**src/rtl/mmio_test_responder.sv**
```systemverilog
// mmio_test_responder: small MMIO window beside data memory that lets test
// programs report pass/fail, print console bytes and read a cycle counter.
// A watchdog ends the run as TIMEOUT if the program never reports.
module mmio_test_responder #(
  parameter int               XLEN           = 64,
  parameter logic [XLEN-1:0]  BASE_ADDR      = 64'hFFFF_0000,
  parameter int               FIFO_DEPTH     = 8,
  parameter int               TIMEOUT_CYCLES = 100000
) (
  input  logic            clk,
  input  logic            reset,
  input  logic [XLEN-1:0] mem_addr,
  input  logic [XLEN-1:0] mem_wdata,
  input  logic            mem_write,
  input  logic            mem_read,
  output logic            hit,
  output logic [XLEN-1:0] rdata,
  output logic            con_valid,
  output logic [7:0]      con_data,
  input  logic            con_ready,
  output logic            done,
  output logic            pass,
  output logic [XLEN-1:0] fail_code
);

  localparam int AW = $clog2(FIFO_DEPTH);
  localparam int CW = AW + 1;

  localparam logic [1:0] ST_RUN  = 2'd0;
  localparam logic [1:0] ST_PASS = 2'd1;
  localparam logic [1:0] ST_FAIL = 2'd2;
  localparam logic [1:0] ST_TMO  = 2'd3;

  localparam logic [4:0] OFF_TOHOST  = 5'h00;
  localparam logic [4:0] OFF_CONSOLE = 5'h08;
  localparam logic [4:0] OFF_CYCLE   = 5'h10;
  localparam logic [4:0] OFF_STATUS  = 5'h18;

  logic [1:0]      state;
  logic [XLEN-1:0] code;
  logic [XLEN-1:0] cycle;
  logic            ovf;

  logic [7:0]      fifo_mem [FIFO_DEPTH];
  logic [AW-1:0]   rptr, wptr;
  logic [CW-1:0]   cnt;

  logic [4:0]      off;
  logic            wr, tohost_wr, con_wr;
  logic            to_pass, to_fail, to_tmo;
  logic            full, push, pop;
  logic [XLEN-1:0] status;

  // Address decode: the whole 32-byte window is claimed, even unmapped offsets.
  assign off       = mem_addr[4:0];
  assign hit       = (mem_addr[XLEN-1:5] == BASE_ADDR[XLEN-1:5]);
  assign wr        = hit && mem_write;
  assign tohost_wr = wr && (off == OFF_TOHOST);
  assign con_wr    = wr && (off == OFF_CONSOLE);

  // A TOHOST write of 0 is a no-op, so it does not pre-empt the watchdog.
  assign to_pass = (state == ST_RUN) && tohost_wr && (mem_wdata == XLEN'(1));
  assign to_fail = (state == ST_RUN) && tohost_wr && (mem_wdata != '0) &&
                   (mem_wdata != XLEN'(1));
  assign to_tmo  = (state == ST_RUN) && !to_pass && !to_fail &&
                   (cycle == XLEN'(TIMEOUT_CYCLES - 1));

  // Run-state FSM; terminal states hold until reset.
  always_ff @(posedge clk) begin
    if (reset) begin
      state <= ST_RUN;
      code  <= '0;
    end else if (to_pass) begin
      state <= ST_PASS;
    end else if (to_fail) begin
      state <= ST_FAIL;
      code  <= {1'b0, mem_wdata[XLEN-1:1]};
    end else if (to_tmo) begin
      state <= ST_TMO;
    end
  end

  // Cycle counter: counts only on edges that stay in RUN, so it freezes at
  // the value seen in the cycle that ended the run. Saturates.
  always_ff @(posedge clk) begin
    if (reset)
      cycle <= '0;
    else if ((state == ST_RUN) && !(to_pass || to_fail || to_tmo) && (cycle != '1))
      cycle <= cycle + XLEN'(1);
  end

  // Console FIFO control: a push into a full FIFO is allowed when a pop
  // frees the slot on the same edge.
  assign full      = (cnt == CW'(FIFO_DEPTH));
  assign con_valid = (cnt != '0);
  assign pop       = con_valid && con_ready;
  assign push      = con_wr && (!full || pop);

  // Pointers, occupancy and sticky overflow.
  always_ff @(posedge clk) begin
    if (reset) begin
      rptr <= '0;
      wptr <= '0;
      cnt  <= '0;
      ovf  <= 1'b0;
    end else begin
      if (push) wptr <= wptr + AW'(1);
      if (pop)  rptr <= rptr + AW'(1);
      case ({push, pop})
        2'b10:   cnt <= cnt + CW'(1);
        2'b01:   cnt <= cnt - CW'(1);
        default: cnt <= cnt;
      endcase
      if (con_wr && full && !pop) ovf <= 1'b1;
    end
  end

  // FIFO storage; contents are don't-care while empty so no reset needed.
  always_ff @(posedge clk) begin
    if (!reset && push) fifo_mem[wptr] <= mem_wdata[7:0];
  end

  assign con_data = con_valid ? fifo_mem[rptr] : 8'h00;

  // STATUS register image.
  always_comb begin
    status        = '0;
    status[1:0]   = state;
    status[2]     = ovf;
    status[15:8]  = 8'(cnt);
  end

  // Zero-latency load mux; write-only and unmapped offsets read 0.
  always_comb begin
    rdata = '0;
    if (hit && mem_read) begin
      case (off)
        OFF_CYCLE:  rdata = cycle;
        OFF_STATUS: rdata = status;
        default:    rdata = '0;
      endcase
    end
  end

  // Result outputs decoded from the run state.
  always_comb begin
    done = (state != ST_RUN);
    pass = (state == ST_PASS);
    case (state)
      ST_FAIL: fail_code = code;
      ST_TMO:  fail_code = '1;
      default: fail_code = '0;
    endcase
  end

endmodule

```
**config.mk**
```make
export PLATFORM = sky130hd
export DESIGN_NAME = mmio_test_responder
export DESIGN_NICKNAME = d
export VERILOG_FILES = /design/src/rtl/mmio_test_responder.sv
export SDC_FILE = /design/constraint.sdc
export NUM_CORES = 1
export LEC_CHECK = 0
export ABC_AREA = 1
export CAP_MARGIN = 20
export CELL_PAD_IN_SITES_DETAIL_PLACEMENT = 1
export CELL_PAD_IN_SITES_GLOBAL_PLACEMENT = 2
export CORE_MARGIN = 1
export CORE_UTILIZATION = 27
export CTS_BUF_LIST = sky130_fd_sc_hd__clkbuf_16
export DETAILED_ROUTE_END_ITERATION = 10
export PLACE_DENSITY_LB_ADDON = 0.1
export SLEW_MARGIN = 20
export SYNTH_ARGS = -nofsm -noshare
export SYNTH_HDL_FRONTEND = slang
export SYNTH_SLANG_ARGS = --single-unit
export TNS_END_PERCENT = 30
```
**constraint.sdc**
```tcl
create_clock -name clk -period 3.4 [get_ports clk]
set_input_delay 0.34 -clock clk [delete_from_list [all_inputs] [get_ports clk]]
set_output_delay 0.34 -clock clk [all_outputs]
set_load 0.02 [all_outputs]
```
**The metal 3 layer**

Drawn at 1 px/um.
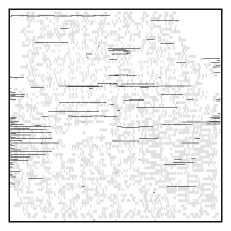
The longest straight run is 50.4 um. The layer holds 3.6% of the routed length. 123 nets have wire on it.

**Routing congestion**

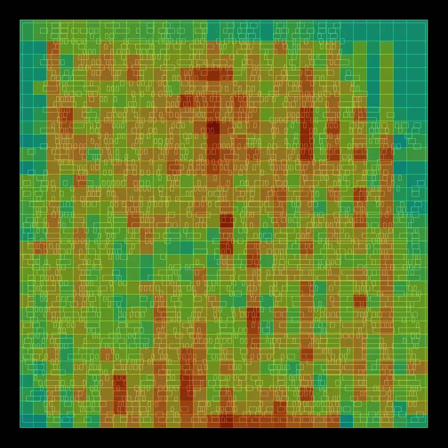
share of the core filled with cells: 37.3%
average detailed-routed wire length per instance: 19.2 um
met2 Track Usage GR: 36.5%

==> qor.yml <==
kind_of_end_point_of_the_critical_path: "output pin"
place_congestion: 0.893
cts.root.buffer_cell: "clkbuf_16"
number_of_openroad_warnings: 26
chip_area_um2: 44500
metal1_wirelength_um: 24200
top_signal_layer_used: "met4"
global_route.usage.met1_pct: 31.2
tns_ns: 0
worstRegToRegCells: 13
avgViaCountPerCell: 4.86
num_rows: 76
cts_max_path_buffers: 3
worst_ir_drop_on_vdd_mv: 0.369
dr_total_vias: 12700
place_area_um2: 15200
edf_count: 64
run_status: "finished, final reports clean"
final_cell_mix: "nand2_1 (386), nor2_1 (318), clkdlybuf4s50_1 (271), inv_1 (171), dfxtp_1 (142)"
clkTransAtPathRegs_ns: 0.05
leakagePower_nw: 5.99
maxCapViolations: 0
post_cts_setup_buffer_count: 0
routed-wl-met2_um: 23300
ys.flops: 207
initialDrtViolationCount: 654
antenna_cells: 0
crit_buf_inv: 5
floorplanUtilization_pct: 27.4
crit_type: "in -> out"
aoi_share_pct: 11.0
final_layout_size_suffix_gt1_share_pct: 5.05
timing.critical_path.fanout_max: 64
p_per_area_nw_per_um2: 415
post_synth_inst_count: 1744
synth_area_in_simple_gates_pct: 36.2
core_area_um2: 43100
adder_and_majority_cell_fraction_of_the_synthesized_area_pct: 0.701
most_common_cell_after_layout_fill_and_taps_aside: "nand2_1"
power.switching_mw: 2.03
synthTopCellsByCount: "nand2_1 (388), nor2_1 (321), inv_1 (169)"
timing.final.crit_share_pct: 93.8
worstPathArrival_ns: 2.85
growth_of_design_area_from_synthesis_to_finish_pct: 36.2
yosysCellCount: 1744
drtAntennaViolNets: 0
most_heavily_used_metal_layer_in_global_routing: "met2"
timing_worst_slew_pin_value_ns: 1.03
cp-startpoint: "mem_addr[26]"
synth.area.mux_share_pct: 0
crit_family: "buffers and inverters"
number_of_antenna_violations_at_the_first_check_in_global_routing: 0
chip_height_um: 211
p_comb_share_pct: 20.1
cell_type_with_the_highest_occurrence_count_on_the_critical_path: "nand2_1"
async_reset_ff_share_pct: 0
setup.worst_path.end: "rdata[41]"
report.final.setup_viol: 0
hold_path_depth: 4
grt_max_degree: 93
synthesis.area_per_instance_um2: 6.76
dp_hpwl_um: 37100
**Clock wires, drivers and flops**

Drawn at 2 px/um.
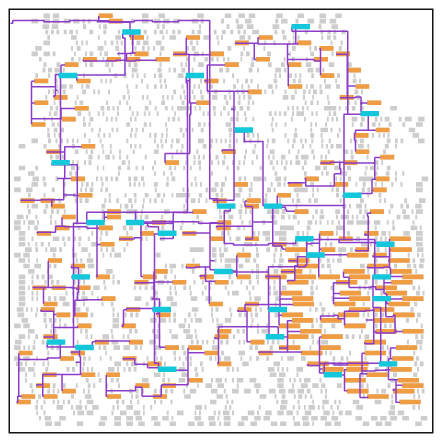
Key: orange = flip-flops [count 207]; cyan = clock drivers [count 28]; purple = clock wires [length 3620 um]
Position of the flops: spread over the die.
Latency at later pin: 0.56 ns
skew final: 0.0110 ns
clock network fraction of total power: 40.1%
reported clock group power: 2.67 mW

area by class of cell:
cell class | count | share of cell area [%]
inverter | 173 | 4.04
clock buffer | 28 | 4.36
clock inverter | 24 | 0.756
tap | 585 | 4.56
timing repair buffer | 314 | 19.3
multi-input combinational | 1273 | 37.2
sequential | 207 | 29.8
sequential cells by signal (all words and copies together), names as in the netlist, named ones only:
register and count:
cycle 64, state 2, rptr 3, code 63, fifo_mem 64, cnt 4
wptr 3, ovf 1
stage by stage:
step	hold WS (ns)	utilization (%)	power (mW)
after floorplan	0.433	-	3.40
after global placement	0.442	35.4	4.04
after detailed placement	0.465	35.4	4.07
after CTS	0.320	37.3	6.78
after global routing	0.362	37.3	6.97
final	0.320	37.3	6.67
timing repair:
action                     4_1_cts  5_1_grt
gates resized                    0        2
hold buffers                     0        0
setup endpoints to repair        0       13
Power and IR drop assume default switching activity.
